==> src/rtl/lcd_status_reader.sv <==
`default_nettype none
// ============================================================================
// Module      : lcd_status_reader
// Description : HD44780 read-cycle engine. Performs single status/data reads
//               or busy-polls status reads until BF clears or a poll limit.
// Revision    : 1.0 - initial release
// ============================================================================
module lcd_status_reader #(
    parameter int T_AS      = 3,
    parameter int T_EH      = 25,
    parameter int T_AH      = 2,
    parameter int T_REC     = 25,
    parameter int MAX_POLLS = 1024
) (
    input  logic       clk,
    input  logic       rst,
    input  logic       rd_req,
    input  logic       poll_req,
    input  logic       rd_rs,
    output logic       rd_ack,
    output logic       rd_done,
    output logic [7:0] rd_data,
    output logic       busy_flag,
    output logic [6:0] addr_counter,
    output logic       timeout,
    output logic       reader_active,
    output logic       lcd_RS,
    output logic       lcd_RW,
    output logic       lcd_E,
    input  logic [7:0] lcd_DB_in
);

    localparam int c_TMAX_A = (T_AS > T_EH) ? T_AS : T_EH;
    localparam int c_TMAX_B = (T_AH > T_REC) ? T_AH : T_REC;
    localparam int c_TMAX   = (c_TMAX_A > c_TMAX_B) ? c_TMAX_A : c_TMAX_B;
    localparam int TW       = $clog2(c_TMAX + 1);
    localparam int CW       = $clog2(MAX_POLLS + 1);

    localparam logic [TW-1:0] c_AS_LAST  = TW'(T_AS - 1);
    localparam logic [TW-1:0] c_EH_LAST  = TW'(T_EH - 1);
    localparam logic [TW-1:0] c_AH_LAST  = TW'(T_AH - 1);
    localparam logic [TW-1:0] c_REC_LAST = TW'(T_REC - 1);
    localparam logic [CW-1:0] c_MAX_CNT  = CW'(MAX_POLLS);

    typedef enum logic [2:0] {
        S_IDLE    = 3'd0,
        S_SETUP   = 3'd1,
        S_E_HIGH  = 3'd2,
        S_HOLD    = 3'd3,
        S_RECOVER = 3'd4,
        S_DONE    = 3'd5
    } state_t;

    state_t        r_state;
    logic [TW-1:0] r_tmr;
    logic [CW-1:0] r_cnt;
    logic          r_rs;
    logic          r_poll;
    logic          w_tmr_last;

    always_comb begin
        w_tmr_last = 1'b0;
        case (r_state)
            S_SETUP:   w_tmr_last = (r_tmr == c_AS_LAST);
            S_E_HIGH:  w_tmr_last = (r_tmr == c_EH_LAST);
            S_HOLD:    w_tmr_last = (r_tmr == c_AH_LAST);
            S_RECOVER: w_tmr_last = (r_tmr == c_REC_LAST);
            default:   w_tmr_last = 1'b0;
        endcase
    end

    always_ff @(posedge clk or negedge rst) begin
        if (!rst) begin
            r_state       <= S_IDLE;
            r_tmr         <= '0;
            r_cnt         <= '0;
            r_rs          <= 1'b0;
            r_poll        <= 1'b0;
            rd_ack        <= 1'b0;
            rd_done       <= 1'b0;
            rd_data       <= 8'h00;
            busy_flag     <= 1'b0;
            addr_counter  <= 7'h00;
            timeout       <= 1'b0;
            reader_active <= 1'b0;
            lcd_RS        <= 1'b0;
            lcd_RW        <= 1'b0;
            lcd_E         <= 1'b0;
        end else begin
            rd_ack  <= 1'b0;
            rd_done <= 1'b0;
            r_tmr   <= w_tmr_last ? '0 : r_tmr + TW'(1);
            case (r_state)
                S_IDLE: begin
                    r_tmr <= '0;
                    if (poll_req || rd_req) begin
                        // Polls always read the status register, whatever rd_rs says.
                        r_state       <= S_SETUP;
                        r_poll        <= poll_req;
                        r_rs          <= poll_req ? 1'b0 : rd_rs;
                        lcd_RS        <= poll_req ? 1'b0 : rd_rs;
                        lcd_RW        <= 1'b1;
                        rd_ack        <= 1'b1;
                        reader_active <= 1'b1;
                        timeout       <= 1'b0;
                        r_cnt         <= '0;
                    end
                end
                S_SETUP: begin
                    if (w_tmr_last) begin
                        r_state <= S_E_HIGH;
                        lcd_E   <= 1'b1;
                    end
                end
                S_E_HIGH: begin
                    if (w_tmr_last) begin
                        r_state <= S_HOLD;
                        lcd_E   <= 1'b0;
                        rd_data <= lcd_DB_in;
                        r_cnt   <= r_cnt + CW'(1);
                        if (!r_rs) begin
                            busy_flag    <= lcd_DB_in[7];
                            addr_counter <= lcd_DB_in[6:0];
                        end
                    end
                end
                S_HOLD: begin
                    if (w_tmr_last) begin
                        if (r_poll && busy_flag && (r_cnt < c_MAX_CNT)) begin
                            r_state <= S_RECOVER;
                            lcd_RS  <= 1'b0;
                        end else begin
                            r_state <= S_DONE;
                            rd_done <= 1'b1;
                            lcd_RW  <= 1'b0;
                            lcd_RS  <= 1'b0;
                            timeout <= r_poll && busy_flag;
                        end
                    end
                end
                S_RECOVER: begin
                    if (w_tmr_last) begin
                        r_state <= S_SETUP;
                    end
                end
                S_DONE: begin
                    r_state       <= S_IDLE;
                    reader_active <= 1'b0;
                    r_tmr         <= '0;
                end
                default: begin
                    r_state       <= S_IDLE;
                    r_tmr         <= '0;
                    reader_active <= 1'b0;
                    lcd_E         <= 1'b0;
                    lcd_RW        <= 1'b0;
                    lcd_RS        <= 1'b0;
                end
            endcase
        end
    end

endmodule
`default_nettype wire

==> config.mk <==
export PLATFORM = sky130hd
export DESIGN_NAME = lcd_status_reader
export DESIGN_NICKNAME = d
export VERILOG_FILES = /design/src/rtl/lcd_status_reader.sv
export SDC_FILE = /design/constraint.sdc
export NUM_CORES = 1
export LEC_CHECK = 0
export CORE_MARGIN = 8
export CORE_UTILIZATION = 40
export DETAILED_ROUTE_END_ITERATION = 10
export PLACE_DENSITY_LB_ADDON = 0.1
export SLEW_MARGIN = 20
export SYNTH_ARGS = -nofsm -noshare
export SYNTH_HDL_FRONTEND = slang
export SYNTH_SLANG_ARGS = --single-unit
==> constraint.sdc <==
create_clock -name clk -period 1.78 [get_ports clk]
set_input_delay 0.356 -clock clk [delete_from_list [all_inputs] [get_ports clk]]
set_output_delay 0.356 -clock clk [all_outputs]
set_load 0.005 [all_outputs]
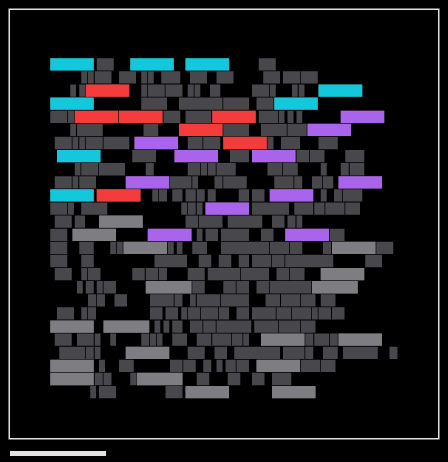
Fig. 1. Register map, names as in the netlist (run 1).
The bar under the picture is 20 um long.
addr_counter -> red  # flops 7
r_cnt -> purple  # flops 11
rd_data -> cyan  # flops 8

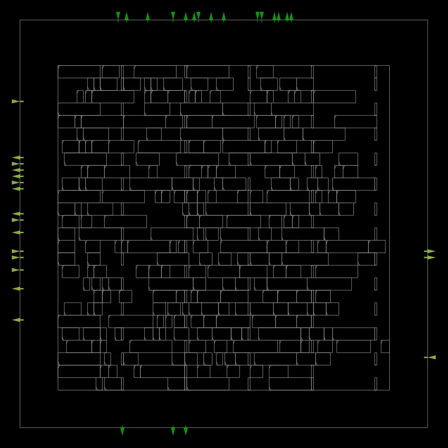
Fig. 2. Placed standard cells (run 1).
num rows: 26
Tap Cells: 70
count of flip-flops and latches: 44
Layout Utilization: 63.7%
final-layout fill cell count: 406

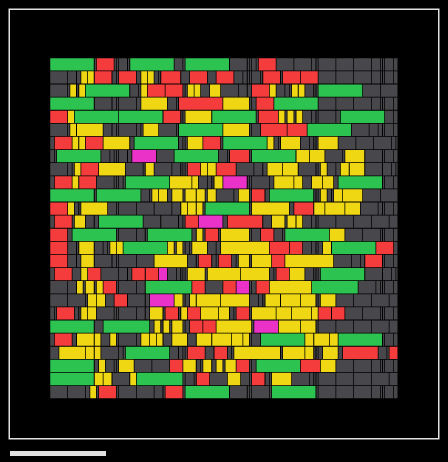
Fig. 3. Cell classes on the final placement (run 1).
The bar under the picture is 20 um long. Fill, decap, tap and diode cells in grey.
sequential cells -> green  # cells 44
remaining buffers and delay cells -> red  # cells 77
remaining logic cells -> yellow  # cells 160
clock drivers and dummy loads -> magenta  # cells 7
area of the core: 5110 um^2
fin area: 3250 um^2

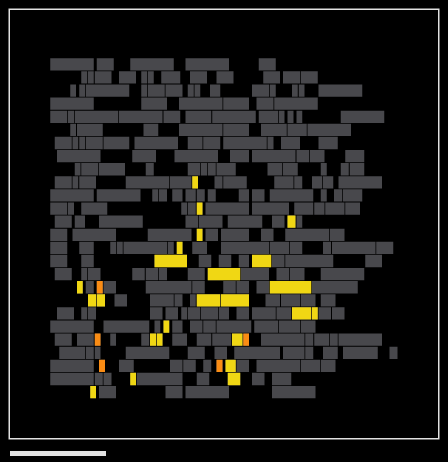
Fig. 4. Selected gate families (run 1).
The bar under the picture is 20 um long.
nor cells -> yellow  # cells 24
inv cells -> orange  # cells 5, where south-west

==> run 1: cell usage after synthesis, types with 3 or more instances <==
cell / n / area [um^2]
dfrtp_1: 44 / 1100
nand2_1: 42 / 158
a21oi_1: 14 / 70.1
nor2_1: 13 / 48.8
o21ai_0: 13 / 65.1
mux2_1: 8 / 90.1
nand3_1: 7 / 35.0
buf_2: 6 / 30.0
inv_1: 5 / 18.8
or3_1: 4 / 25.0
xor2_1: 4 / 35.0
nand4_1: 3 / 18.8
nor2b_1: 3 / 18.8
nor3_1: 3 / 15.0
==> run 1: cell type report <==
| cell class | count | area [um^2] |
|---|---|---|
| Clock buffer | 5 | 68.8 |
| Clock inverter | 2 | 12.5 |
| Fill cell | 406 | 1850 |
| Inverter | 5 | 18.8 |
| Multi-Input combinational cell | 155 | 1220 |
| Sequential cell | 44 | 1110 |
| Tap cell | 70 | 87.6 |
| Timing Repair Buffer | 77 | 741 |
==> run 1: power groups by stage <==
stage          registers (uW)  clock network, uW  logic (uW)
3_5_place_dp             1650                  0        2490
2_1_floorplan            1630                  0        1200
3_3_place_gp             1650                  0        2460
4_1_cts                  1650                628        2840
6_report                 1670                611        3180
5_1_grt                  1710                670        3460
==> run 1: timing repair <==
| item | in CTS | in global routing |
|---|---|---|
| cloned | 0 | 1 |
| endpoints found under the hold margin | 0 | 0 |
| pin swaps | 10 | 22 |
| buffers inserted | 4 | 7 |
| resized | 29 | 38 |
| setup endpoints to repair | 38 | 39 |
==> run 1: worst max-delay path: stages (launching register included) <==
cell and delay, ps:
dfrtp_2 460, nor3b_4 190, or4b_4 520, a211oi_4 310, mux2i_1 280, nand3_1 100
==> run 1: metrics by stage <==
step,utilization [%],TNS [ps]
finish,63.7,-4080
global route,63.7,-6570
CTS,59.2,-3570
detailed placement,54.9,-4990
global placement,54.9,-4040
floorplan,-,-810
==> run 1: worst max-delay path by stage <==
stage / start / endpoint / slack, ps / cells past startpoint
3_3_place_gp: r_state[2] / r_state[0] / -200 / 5
2_1_floorplan: r_state[1] / r_state[0] / -70 / 5
6_report: r_state[2] / r_state[0] / -210 / 5
5_1_grt: r_state[2] / r_state[0] / -270 / 5
4_1_cts: r_state[2] / r_state[0] / -200 / 5
3_5_place_dp: r_state[2] / r_state[0] / -270 / 5
==> run 1: routing by layer <==
layer | GRT usage (%) | vias up
met5 | 0 | -
met4 | 5.07 | 0
met3 | 3.90 | 10
met2 | 24.2 | 43
met1 | 18.5 | 926
li1 | - | 906
==> run 1: sequential cells by signal, summed over array words and instances (netlist names), 3 cells and up <==
name / count
addr_counter: 7
rd_data: 8
r_tmr: 5
r_state: 3
r_cnt: 11
==> run 1: logic make-up after synthesis <==
kind of cell / after synthesis
compound gates: 47
xor+xnor: 6
fa+ha+maj: 2
buf+inv: 13
flops: 44
mux: 9
simple gates: 91
==> flow_metrics.py, run 1 <==
# Physical implementation metrics
metrics = {
    "placed_design": {
        "io_buffers": 35,
        "dp_cells": 342,
    },
    "synth": {
        "ys_sh_adder_pct": 1.18,
        "synth_area_um2": 2120,
        "ys_cells": 212,
        "top_logic_kind": "simple AND/OR/NAND/NOR gates",
        "ff_type": "dfrtp_1",
        "yosys_area_um2": 2120,
    },
    "timing": {
        "setup_ws_ps": -208,
        "final_hold_viol_count": 0,
        "relSlewSlack_pct": 65.3,
        "setup_viol": 37,
        "rsz0062_at_grt": "true",
    },
    "floorplan": {
        "ios": 36,
    },
    "clock_tree": {
        "tritoncts": "yes",
        "insertion_delay_ps": 300,
    },
    "power": {
        "p_seq_share_pct": 30.6,
        "p_leak_uw": 0.00142,
        "comb_power_share_pct": 58.2,
        "p_switching_uw": 2080,
    },
    "worst_setup_path": {
        "rrSetupSlack_ps": -210,
        "criticalPathCategory": "reg2reg",
    },
    "layout": {
        "drive_above_1_share_pct": 36.5,
    },
    "status": {
        "status": "finished with violations",
        "violations": "negative setup slack",
    },
}
==> run 2, diff against run 1 <==
DONT_BUFFER_PORTS = 1   (was not set)
==> run 2 against run 1 <==
Against the previous run: the run still ends with negative setup slack left; critical path depth unchanged; critical endpoint is now r_state[1]; non-clock buffer count down 38; maximum frequency up 0.18%; first-iteration DRC count up 87%; clock skew down 2.9 ps; largest cell class unchanged; sequential power up 5%; combinational power down 19%; synthesized area unchanged; die area unchanged; critical path type unchanged; setup slack better by 3.7 ps.
==> flow_metrics.py, run 2 <==
# Physical implementation metrics
metrics = {
    "clock_tree": {
        "insertion_delay_ps": 300,
        "tritoncts": "yes",
    },
    "synth": {
        "largest_area_cell": "dfrtp_1",
        "ys_cells": 212,
        "area_leaders": "dfrtp_1 (52%), nand2_1 (7.4%), mux2_1 (4.3%)",
        "synth_area_um2": 2120,
        "synth.most_common_cell": "dfrtp_1",
        "yosys_area_um2": 2120,
        "ff_type": "dfrtp_1",
        "ys_warn_count": 0,
        "top_cell_area_share_pct": 51.9,
        "common_cells": "dfrtp_1 (44), nand2_1 (42), a21oi_1 (14)",
    },
    "worst_setup_path": {
        "criticalPathCategory": "reg2reg",
        "slowest_stage": "or4b_4",
        "worstPathCellList": "nor2b_4 -> or4b_4 -> a2111o_1 -> xnor2_1 -> nor2_1",
        "path_delay_family": "simple AND/OR/NAND/NOR gates",
        "critPathMaxStageDelay_ps": 550,
    },
    "layout": {
        "largest-register": "r_cnt",
        "fillers": 451,
        "largest_reg_flops": 11,
    },
    "timing": {
        "setup_viol": 37,
        "setup_ws_ps": -204,
        "relSlewSlack_pct": 71.5,
        "rsz0062_at_grt": "true",
        "final_hold_viol_count": 0,
    },
    "power": {
        "comb_power_share_pct": 50.6,
        "p_leak_uw": 0.00126,
        "p_seq_share_pct": 34.1,
    },
    "status": {
        "violations": "negative setup slack",
        "status": "finished with violations",
    },
    "floorplan": {
        "ios": 36,
        "core_um2": 5110,
        "rows": 26,
    },
    "placed_design": {
        "io_buffers": 0,
    },
}
[run 2: cells by family (layout without fill, tap and decap cells)]
| group | count (synthesis) | after routing | share of synthesized area (%) |
|---|---|---|---|
| buffers and inverters | 13 | 52 | 2.66 |
| multiplexers | 9 | 9 | 4.72 |
| flip-flops | 44 | 44 | 51.9 |
| AND/OR/NAND/NOR | 91 | 91 | 22.4 |
| adder cells (fa/ha/maj) | 2 | 2 | 1.18 |
| XOR/XNOR | 6 | 6 | 2.48 |
| AND-OR/OR-AND | 47 | 47 | 14.6 |
[run 2: worst paths after layout]
path / slack (ps) / to / cells past startpoint / from
max: -200 / r_state[1] / 5 / r_state[1]
min: 170 / rd_data[0] / 2 / lcd_DB_in[0]
max reg2reg: -200 / r_state[1] / 5 / r_state[1]
min reg2reg: 510 / r_poll / 1 / r_poll
max in group asynchronous: 980 / r_state[2] / 2 / rst
min in group asynchronous: 560 / r_tmr[1] / 2 / rst
[run 2: cell type report]
cell class              instances  area, um^2  share of cell area, %
clock inverters                 3        46.3                   1.62
multi-input cells             155        1170                   40.8
clock buffers                   5        68.8                   2.40
flip-flops and latches         44        1110                   38.6
repair buffers                 39         370                   12.9
well taps                      70        87.6                   3.06
inverters                       5        18.8                  0.655
[run 2: what timing repair did]
item | in CTS | in global routing
hold buffers | 2 | 0
endpoints found under the hold margin | 44 | 0
pin swaps | 11 | 15
gates resized | 33 | 24
setup endpoints to repair | 38 | 38
buffers inserted | 6 | 4
[run 2: routing by layer]
layer,up-vias,GRT usage [%],share of wire (%)
li1,832,-,-
met3,6,5.11,5.8
met1,839,17.8,46
met2,30,22.3,47
met5,-,0,0
met4,0,4.92,1.3
[run 2: stage by stage]
stage | util, % | setup slack [ps] | instance area (um^2) | cells | TNS [ps]
floorplan | - | -65.7 | 2140 | 212 | -810
detailed placement | 47.0 | -265 | 2400 | 303 | -6020
finish | 56.1 | -204 | 2870 | 321 | -3890
global placement | 47.0 | -201 | 2400 | 303 | -4210
CTS | 54.1 | -202 | 2760 | 319 | -4950
global route | 56.1 | -254 | 2870 | 321 | -6190
[run 2: power groups by stage]
stage / clock network, uW / registers (uW) / logic [uW]
after floorplan: 0 / 1630 / 1200
after global placement: 0 / 1740 / 1810
after detailed placement: 0 / 1760 / 1860
after CTS: 801 / 1750 / 2410
after global routing: 853 / 1810 / 2800
final: 784 / 1750 / 2590
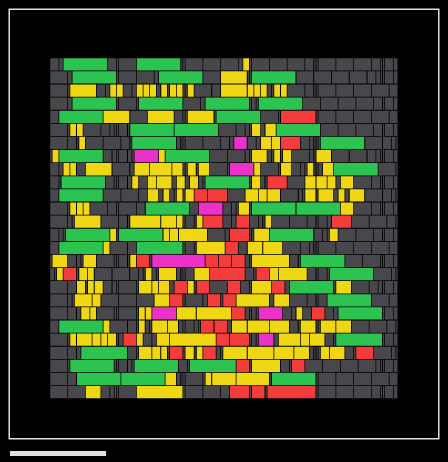
Fig. 5. Cell classes on the final placement (run 2).
The bar under the picture is 20 um long. Fill, decap, tap and diode cells in grey.
clock drivers and dummy loads -> magenta  # cells 8
remaining buffers and delay cells -> red  # cells 39
sequential cells -> green  # cells 44
remaining logic cells -> yellow  # cells 160

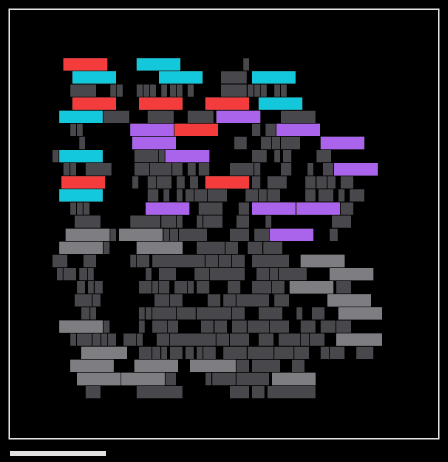
Fig. 6. Register map, names as in the netlist (run 2).
The bar under the picture is 20 um long.
rd_data -> cyan  # flops 8
r_cnt -> purple  # flops 11
addr_counter -> red  # flops 7
not coloured = 18

==> run 3, diff against run 2 <==
==> constraint.sdc (replaced) <==
create_clock -name clk -period 1.78 [get_ports clk]
set_input_delay 0.356 -clock clk [delete_from_list [all_inputs] [get_ports clk]]
set_output_delay 0.356 -clock clk [all_outputs]
set_load 0.01 [all_outputs]
==> run 3 against run 2 <==
Against the previous run: the flow still finishes with violations (negative setup slack); register-to-register slack about the same; clock skew unchanged; setup slack unchanged; non-clock buffer count unchanged; final area unchanged; critical endpoint unchanged; clock power about the same; sequential share of layout area unchanged; combinational power about the same; maximum frequency unchanged; utilization unchanged; synthesized cell count unchanged.
==> flow_metrics.py, run 3 <==
# Physical implementation metrics
metrics = {
    "min_path": {
        "hold_path_depth": 2,
    },
    "timing": {
        "relSlewSlack_pct": 71.5,
        "final_hold_viol_count": 0,
        "setup_viol": 37,
        "setup_ws_ps": -204,
        "tns_ps": -3910,
    },
    "synth": {
        "ff_type": "dfrtp_1",
        "synth_area_um2": 2120,
        "synth.most_common_cell": "dfrtp_1",
        "largest_area_cell": "dfrtp_1",
        "area_leaders": "dfrtp_1 (52%), nand2_1 (7.4%), mux2_1 (4.3%)",
        "top_cell_area_share_pct": 51.9,
    },
    "status": {
        "status": "finished with violations",
        "violations": "negative setup slack",
    },
    "placed_design": {
        "dp_cells": 303,
        "io_buffers": 0,
    },
    "power": {
        "p_leak_uw": 0.00126,
    },
    "worst_setup_path": {
        "slowest_stage": "or4b_4",
        "worstPathCellList": "nor2b_4 -> or4b_4 -> a2111o_1 -> xnor2_1 -> nor2_1",
        "criticalPathCategory": "reg2reg",
    },
    "layout": {
        "top_regs": "r_cnt x11, rd_data x8, addr_counter x7",
        "drive_above_1_share_pct": 36.3,
        "largest-register": "r_cnt",
    },
    "floorplan": {
        "core_um2": 5110,
        "ios": 36,
    },
}
run 3: cell counts after synthesis:
No cell type changed its count.
run 3: final cells by class:
class	instances	area, um^2
fillers	451	2240
multi-input cells	155	1170
flip-flops and latches	44	1110
repair buffers	39	370
well taps	70	87.6
clock buffers	5	68.8
clock inverters	3	46.3
inverters	5	18.8
run 3: report_power, final:
part	switching [uW]	internal [uW]
combinational	1280	1310
sequential	463	1370
clock	361	423
run 3: critical path: cells and delay by family, from the launching register on:
| family | cells | cell delay, ps |
|---|---|---|
| compound gates | 1 | 470 |
| xor+xnor | 1 | 190 |
| flops | 1 | 450 |
| simple gates | 3 | 760 |
run 3: logic make-up (layout without fill, tap and decap cells):
| kind of cell | after synthesis | after routing | synth area share, % |
|---|---|---|---|
| buffers and inverters | 13 | 52 | 2.66 |
| AND-OR/OR-AND | 47 | 47 | 14.6 |
| adder cells (fa/ha/maj) | 2 | 2 | 1.18 |
| multiplexers | 9 | 9 | 4.72 |
| AND/OR/NAND/NOR | 91 | 91 | 22.4 |
| flip-flops | 44 | 44 | 51.9 |
| XOR/XNOR | 6 | 6 | 2.48 |
run 3: per-layer routing:
layer / up-vias / GRT usage, % / wire (um)
met5: - / 0 / 0
met4: 0 / 4.92 / 70
met3: 6 / 5.11 / 309
met2: 30 / 22.3 / 2490
met1: 839 / 17.8 / 2440
li1: 832 / - / -
run 3: repair_timing:
item | CTS | global route
hold endpoints to repair | 44 | 0
setup buffers | 6 | 4
gates resized | 33 | 24
hold buffers | 2 | 0
setup endpoints to repair | 38 | 38
pin swaps | 11 | 15
run 3: path summary, 6_finish.rpt:
check,start,end,slack (ps)
setup / recovery,r_state[1],r_state[1],-200
hold / removal,lcd_DB_in[0],rd_data[0],170
setup reg to reg,r_state[1],r_state[1],-200
hold reg to reg,r_poll,r_poll,510
max in group asynchronous,rst,r_state[2],980
min in group asynchronous,rst,r_tmr[1],560
run 3: stage by stage:
stage / hold WS, ps / instance area (um^2)
floorplan: 60.4 / 2140
global placement: 62.3 / 2400
detailed placement: 62.0 / 2400
CTS: 157 / 2760
global route: 158 / 2870
finish: 167 / 2870
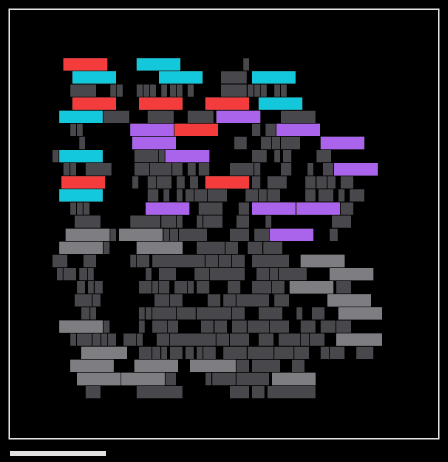
Fig. 7. Register map, names as in the netlist (run 3).
The bar under the picture is 20 um long.
r_cnt -> purple  # flops 11
rd_data -> cyan  # flops 8
addr_counter -> red  # flops 7
Layout Utilization: 56.1%
sequential power: 1840 uW
Storage cell area: 1110 um^2
sequential cell area share: 38.6%

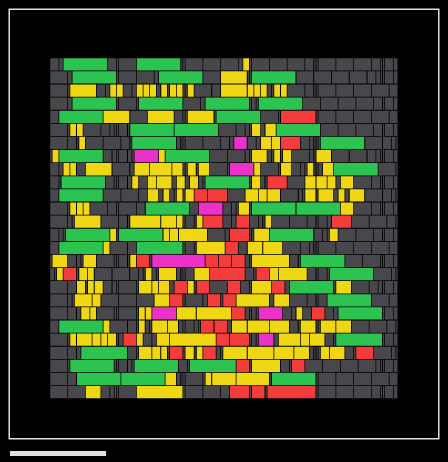
Fig. 8. Cell classes on the final placement (run 3).
The bar under the picture is 20 um long. Fill, decap, tap and diode cells in grey.
sequential cells -> green  # cells 44
remaining logic cells -> yellow  # cells 160
clock drivers and dummy loads -> magenta  # cells 8
remaining buffers and delay cells -> red  # cells 39

Power figures rest on the tool's default switching activity, not on a simulated workload.
